### src/rtl/addsub_pipe_if.sv
// -----------------------------------------------------------------------------
// addsub_pipe_if
// Handshake bundle for the pipelined adder/subtractor.
//   in_valid / in_ready   : operation transfer (A, B, mode) into the block
//   out_valid / out_ready : result transfer (D, flag, zero, overflow) out
// master : the side that issues operations and consumes results
// slave  : the arithmetic block itself
// -----------------------------------------------------------------------------
interface addsub_pipe_if #(
    parameter int WIDTH = 5
);
    logic             in_valid;
    logic             in_ready;
    logic [WIDTH-1:0] A;
    logic [WIDTH-1:0] B;
    logic [1:0]       mode;
    logic             out_valid;
    logic             out_ready;
    logic [WIDTH-1:0] D;
    logic             flag;
    logic             zero;
    logic             overflow;

    modport master (
        output in_valid, A, B, mode, out_ready,
        input  in_ready, out_valid, D, flag, zero, overflow
    );

    modport slave (
        input  in_valid, A, B, mode, out_ready,
        output in_ready, out_valid, D, flag, zero, overflow
    );
endinterface

### src/rtl/addsub_pipe.sv
// -----------------------------------------------------------------------------
// addsub_pipe
// Two-stage pipelined unsigned adder/subtractor with valid/ready on both sides.
//   clk   : rising-edge clock
//   reset : synchronous, active-high; empties the pipeline
//   bus   : addsub_pipe_if.slave (operation in, result + status flags out)
// Modes: 00 ADD, 01 SUB, 10 SSUB (saturate at 0), 11 WRAP (modulo MODULUS,
// B taken as two's complement). Stage 1 holds the low partial sum and the
// carry into the high half; stage 2 finishes the sum, post-processes per
// mode and is the output register. Capacity is two operations.
// -----------------------------------------------------------------------------
module addsub_pipe #(
    parameter int WIDTH   = 5,
    parameter int MODULUS = 20
) (
    input  logic         clk,
    input  logic         reset,
    addsub_pipe_if.slave bus
);
    localparam int LO = WIDTH / 2;
    localparam int HI = WIDTH - LO;

    localparam logic [WIDTH+1:0] MOD_EXT = (WIDTH + 2)'(MODULUS);
    localparam logic [WIDTH+1:0] TWO_W   = {2'b01, {WIDTH{1'b0}}};

    typedef enum logic [1:0] {
        MODE_ADD  = 2'b00,
        MODE_SUB  = 2'b01,
        MODE_SSUB = 2'b10,
        MODE_WRAP = 2'b11
    } mode_e;

    // ---------------- flow control ----------------
    logic s1_valid;
    logic s2_valid;
    logic s2_load;   // output register may take a new value this cycle
    logic s1_take;   // stage 1 may take a new value this cycle

    assign s2_load      = !s2_valid || bus.out_ready;
    assign s1_take      = !s1_valid || s2_load;
    assign bus.in_ready = !reset && s1_take;

    // ---------------- stage 1: low half ----------------
    mode_e            in_mode;
    logic             sub_op;
    logic [WIDTH-1:0] b_eff;
    logic [LO:0]      lo_sum;

    // NOTE: every always_comb output gets a value before any branch, so no
    // path can leave it unassigned and infer a latch.
    always_comb begin
        in_mode = mode_e'(bus.mode);
        sub_op  = (in_mode == MODE_SUB) || (in_mode == MODE_SSUB);
        b_eff   = sub_op ? ~bus.B : bus.B;
        lo_sum  = {1'b0, bus.A[LO-1:0]} + {1'b0, b_eff[LO-1:0]}
                + {{LO{1'b0}}, sub_op};
    end

    logic [LO-1:0] s1_lo;
    logic          s1_mid_carry;
    logic [HI-1:0] s1_a_hi;
    logic [HI-1:0] s1_b_hi;   // already inverted for SUB/SSUB
    mode_e         s1_mode;

    // NOTE: sequential state uses non-blocking assignments so every register
    // samples pre-edge values regardless of statement order.
    always_ff @(posedge clk) begin
        if (reset) begin
            s1_valid <= 1'b0;
        end else if (s1_take) begin
            s1_valid <= bus.in_valid;
        end
    end

    // NOTE: payload registers carry no reset; they are only ever observed
    // behind a valid bit, which is reset.
    always_ff @(posedge clk) begin
        if (s1_take && bus.in_valid) begin
            s1_lo        <= lo_sum[LO-1:0];
            s1_mid_carry <= lo_sum[LO];
            s1_a_hi      <= bus.A[WIDTH-1:LO];
            s1_b_hi      <= b_eff[WIDTH-1:LO];
            s1_mode      <= in_mode;
        end
    end

    // ---------------- stage 2: high half + mode post-processing ----------------
    logic [HI:0]      hi_sum;
    logic [WIDTH:0]   raw;
    logic             carry;
    logic             a_sign;
    logic             b_sign;
    logic             d_sign;
    logic [WIDTH+1:0] wrap_s;     // A + sign_extend(B), two's complement
    logic             wrap_neg;
    logic             wrap_hi;
    logic [WIDTH+1:0] wrap_fix;
    logic [WIDTH-1:0] d_next;
    logic             flag_next;
    logic             ovf_next;

    always_comb begin
        hi_sum   = {1'b0, s1_a_hi} + {1'b0, s1_b_hi} + {{HI{1'b0}}, s1_mid_carry};
        raw      = {hi_sum, s1_lo};
        carry    = raw[WIDTH];
        a_sign   = s1_a_hi[HI-1];
        b_sign   = s1_b_hi[HI-1];
        d_sign   = raw[WIDTH-1];
        // A negative B was added as its unsigned image, i.e. 2^WIDTH too much.
        wrap_s   = {1'b0, raw} - (b_sign ? TWO_W : '0);
        wrap_neg = wrap_s[WIDTH+1];
        wrap_hi  = !wrap_neg && (wrap_s >= MOD_EXT);
        wrap_fix = wrap_s;
        if (wrap_neg) begin
            wrap_fix = wrap_s + MOD_EXT;
        end else if (wrap_hi) begin
            wrap_fix = wrap_s - MOD_EXT;
        end

        d_next    = raw[WIDTH-1:0];
        flag_next = 1'b0;
        ovf_next  = 1'b0;
        unique case (s1_mode)
            MODE_ADD, MODE_SUB: begin
                // With B already inverted for SUB, the signed-overflow rule is
                // the same for both: equal operand signs, differing result sign.
                flag_next = (s1_mode == MODE_ADD) ? carry : !carry;
                ovf_next  = (a_sign == b_sign) && (d_sign != a_sign);
            end
            MODE_SSUB: begin
                flag_next = !carry;
                d_next    = carry ? raw[WIDTH-1:0] : '0;
            end
            MODE_WRAP: begin
                flag_next = wrap_neg || wrap_hi;
                d_next    = wrap_fix[WIDTH-1:0];
            end
        endcase
    end

    logic [WIDTH-1:0] d_q;
    logic             flag_q;
    logic             zero_q;
    logic             ovf_q;

    always_ff @(posedge clk) begin
        if (reset) begin
            s2_valid <= 1'b0;
            d_q      <= '0;
            flag_q   <= 1'b0;
            zero_q   <= 1'b0;
            ovf_q    <= 1'b0;
        end else if (s2_load) begin
            s2_valid <= s1_valid;
            if (s1_valid) begin
                d_q    <= d_next;
                flag_q <= flag_next;
                zero_q <= (d_next == '0);
                ovf_q  <= ovf_next;
            end
        end
    end

    assign bus.out_valid = s2_valid;
    assign bus.D         = d_q;
    assign bus.flag      = flag_q;
    assign bus.zero      = zero_q;
    assign bus.overflow  = ovf_q;
endmodule
### src/flat_wrapper.sv
// flat-port wrapper written by rule: the top's interface ports become plain ports
module addsub_pipe_flat 
#(
    parameter int WIDTH   = 5,
    parameter int MODULUS = 20
)
  (clk, reset, bus_in_valid, bus_A, bus_B, bus_mode, bus_out_ready, bus_in_ready, bus_out_valid, bus_D, bus_flag, bus_zero, bus_overflow);
  addsub_pipe_if #(.WIDTH(WIDTH)) bus_i ();
  input  logic clk;
  input  logic reset;
  input wire logic [$bits(bus_i.in_valid)-1:0] bus_in_valid;
  input wire logic [$bits(bus_i.A)-1:0] bus_A;
  input wire logic [$bits(bus_i.B)-1:0] bus_B;
  input wire logic [$bits(bus_i.mode)-1:0] bus_mode;
  input wire logic [$bits(bus_i.out_ready)-1:0] bus_out_ready;
  output wire logic [$bits(bus_i.in_ready)-1:0] bus_in_ready;
  output wire logic [$bits(bus_i.out_valid)-1:0] bus_out_valid;
  output wire logic [$bits(bus_i.D)-1:0] bus_D;
  output wire logic [$bits(bus_i.flag)-1:0] bus_flag;
  output wire logic [$bits(bus_i.zero)-1:0] bus_zero;
  output wire logic [$bits(bus_i.overflow)-1:0] bus_overflow;
  assign bus_i.in_valid = bus_in_valid;
  assign bus_i.A = bus_A;
  assign bus_i.B = bus_B;
  assign bus_i.mode = bus_mode;
  assign bus_i.out_ready = bus_out_ready;
  assign bus_in_ready = bus_i.in_ready;
  assign bus_out_valid = bus_i.out_valid;
  assign bus_D = bus_i.D;
  assign bus_flag = bus_i.flag;
  assign bus_zero = bus_i.zero;
  assign bus_overflow = bus_i.overflow;
  addsub_pipe #(.WIDTH(WIDTH), .MODULUS(MODULUS)) u_core (.clk(clk), .reset(reset), .bus(bus_i));
endmodule
### config.mk
export PLATFORM = sky130hd
export DESIGN_NAME = addsub_pipe_flat
export DESIGN_NICKNAME = d
export VERILOG_FILES = /design/src/rtl/addsub_pipe_if.sv /design/src/rtl/addsub_pipe.sv /design/src/flat_wrapper.sv
export SDC_FILE = /design/constraint.sdc
export NUM_CORES = 1
export LEC_CHECK = 0
export CELL_PAD_IN_SITES_DETAIL_PLACEMENT = 1
export CELL_PAD_IN_SITES_GLOBAL_PLACEMENT = 2
export CORE_MARGIN = 5
export CORE_UTILIZATION = 36
export CTS_BUF_LIST = sky130_fd_sc_hd__clkbuf_4
export DETAILED_ROUTE_END_ITERATION = 8
export GPL_TIMING_DRIVEN = 1
export MAX_ROUTING_LAYER = met4
export PLACE_DENSITY = 0.86
export SETUP_SLACK_MARGIN = 0.05
export SLEW_MARGIN = 20
export SYNTH_ARGS = -nofsm -noshare
export SYNTH_HDL_FRONTEND = slang
export SYNTH_SLANG_ARGS = --single-unit
### constraint.sdc
create_clock -name clk -period 4.4 [get_ports clk]
set_input_delay 0.66 -clock clk [delete_from_list [all_inputs] [get_ports clk]]
set_output_delay 0.66 -clock clk [all_outputs]
set_load 0.05 [all_outputs]
==> summary.txt <==
yosys + openroad results -> synthesis area per yosys 1230 sq um, CTS max path bufs 2, Syn. warnings 0, diode count 0, Vias per Instance roughly 5, Worst Reg-to-Reg Cells 9, Crit Path Max Fanout 6, clock root cell clkbuf_4, Hold WC Path Type reg -> reg, final core occ around 47%, cts hold-fix bufs 0, Max Cap Viol 0, # IOs 26, floorplan net count approximately 140, slowest stage delay, CP approximately 0.70 ns, cell family with most CP delay buffers and inverters, Insertion Delay late pin slightly above 0.3 ns, remaining global-route overflow 0, number of gates resized after cts 0, pin count of the biggest net entering global routing 13, Max VDD drop 0.000159 V, post-synthesis register bit count 21, worst hold margin ~0.46 ns, antenna violations before repair 0, Critical Path AT approximately 2.2 ns, GRT busiest layer met2, Post-Syn Instances approximately 120, cells in synth_stat.txt roughly 120, CP Data Required Time 3.74 ns, TNS Setup 0 ns, Worst Tran Pin Value between 0.5 and 0.6 ns, CP Capture Type output port, tool warning count 27, Seq share, synth 43.0%, full die area about 4700 sq um, Critical path buffers and inverters 2, fraction of layout cells with a size suffix above 1 between 10% and 20%, Max-area cell share 26.8%, fin cells between 150 and 200, Max Fclk 0.353 GHz, most numerous cell in the Yosys netlist nor2_1, Post-CTS Setup Bufs 0, most frequent CP cell clkdlybuf4s50_1, H-tree levels 1, clock tree sinks 21, DRT Pass-1 Iters 2, number of global-route vias before repair around 950, HPWL Detailed 2150 microns, DP Cell Count ~190, FFs w/ async S/R, synth 0%, Max Slew Vio Count 0, Final ANT Viol Nets 0, met3 usage slightly above 3%, clk_skew between 0.01 and 0.015 ns, Clock transition at path regs 0.12 ns, Worst path depth 4, Synth Flop Type edfxtp_1, status finished, final reports clean, cells along the critical path clkdlybuf4s50_1, nor2b_1, a21oi_1, clkdlybuf4s50_1, CP Class in -> out, Total Power roughly 0.52 mW, Final Wtd Congestion around 0.78, Starting DRT DRC Count 25, Final setup violation count 0, worst setup margin approximately 1.6 ns, Rows 21, routed len/inst roughly 14 microns, Avg Cell Area, Syn about 11 sq um, Nets 169, RSZ-0062 raised after global routing false, leading area contributor after synthesis edfxtp_1, EDFF count, synth 11, IO buf count 25, Post-Syn Area about 1200 sq um, Final min period between 2 and 3 ns, Top cells excl fill/tap clkdlybuf4s50_1, nor2_1, edfxtp_1, inv_1, dfxtp_1, FP Util between 30% and 40%, critical path launch point type input port, grt met1 use between 15 and 20%, die width between 60 and 70 microns, DP Area between 1500 and 2000 sq um, crit path max-delay cell type clkdlybuf4s50_1, Final Hold Violation Tally 0, leakage 0.596 nW, Total Routing Usage GR between 10% and 20%, Die Height roughly 69 microns, list of most frequent post-synthesis cells nor2_1, edfxtp_1, dfxtp_1, inv_1, a21oi_1, Cell Pwr Density ~330 nW/um^2, Post-synth area hogs edfxtp_1, dfxtp_1, ha_1, first-pass GRT wire length roughly 4500 microns, CTS tree done, Cell Type Count 41, worst hold stages 2, dpl ws 1.52 ns, Slew headroom 61.2%, CTS buffer count 3, area delta synth->final 27.5%, most numerous logic cell after layout clkdlybuf4s50_1, core area about 3300 sq um, Tcrit/Tclk final between 60 and 70%, Final Cell Area 1570 sq um, # DRC 0
## cell type report
type	instances	area (sq um)
sequential	21	531
timing repair buffer	27	265
clock inverter	1	5.00
multi-input combinational	81	653
tap	46	57.6
clock buffer	3	22.5
fill	398	1770
inverter	10	37.5
## power by group
part	switching (mW)	total, mW	internal, mW	leakage [nW]
logic	0.108	0.195	0.0872	0.388
clock network	0.0584	0.0923	0.0340	0.0177
registers	0.0115	0.236	0.225	0.189
## state kept, by name, indices dropped and copies added (netlist names)
signal                flops
u_core.bus.D              5
u_core.s1_a_hi            3
u_core.s1_b_hi            3
u_core.s1_lo              2
u_core.s1_mode            2
u_core.bus.flag           1
u_core.bus.out_valid      1
u_core.bus.overflow       1
u_core.bus.zero           1
u_core.s1_mid_carry       1
u_core.s1_valid           1
## path summary, 6_finish.rpt
check	start	to	slack (ns)
max	bus_out_ready	bus_in_ready	1.57
min	u_core.bus.D[3]$_SDFFE_PP0P_	u_core.bus.D[3]$_SDFFE_PP0P_	0.46
max reg2reg	u_core.s1_b_hi[0]$_DFFE_PP_	u_core.bus.flag$_SDFFE_PP0P_	1.60
min reg2reg	u_core.bus.D[3]$_SDFFE_PP0P_	u_core.bus.D[3]$_SDFFE_PP0P_	0.46
## cells by family (layout without fill, tap and decap cells)
kind of cell / after synthesis / in the layout / share of synthesized area (%)
flip-flops: 21 / 21 / 43.0
multiplexers: 2 / 2 / 2.03
XOR/XNOR: 9 / 9 / 7.01
buffers and inverters: 13 / 41 / 3.96
AND-OR/OR-AND: 24 / 24 / 15.6
AND/OR/NAND/NOR: 37 / 37 / 17.4
adder cells (fa/ha/maj): 9 / 9 / 11.0
## per-layer routing
layer / vias to the layer above / part of all wire (%)
li1: 463 / -
met1: 433 / 44
met2: 20 / 50
met3: 5 / 4.2
met4: 0 / 1.3
met5: - / 0
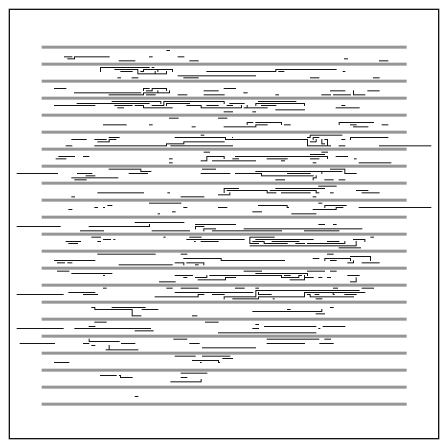
Figure 1: signal wires on met1.
Supply wires on this layer in grey.
main direction: horizontal
longest straight run: 18.9 microns
nets with wire on the layer: 151
share of all routed wire: 44%
wire length on this layer: 1140 microns

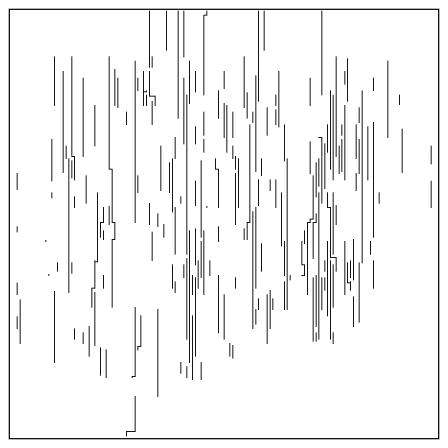
Figure 2: M2 wires.
share of all routed wire: 50%
longest straight run: 27.5 microns
GRT met2 Usage: 21.5%
Post-Route WL: 2590 microns
vias: 921

No activity file was given, so power comes from the tool's default toggle rates.
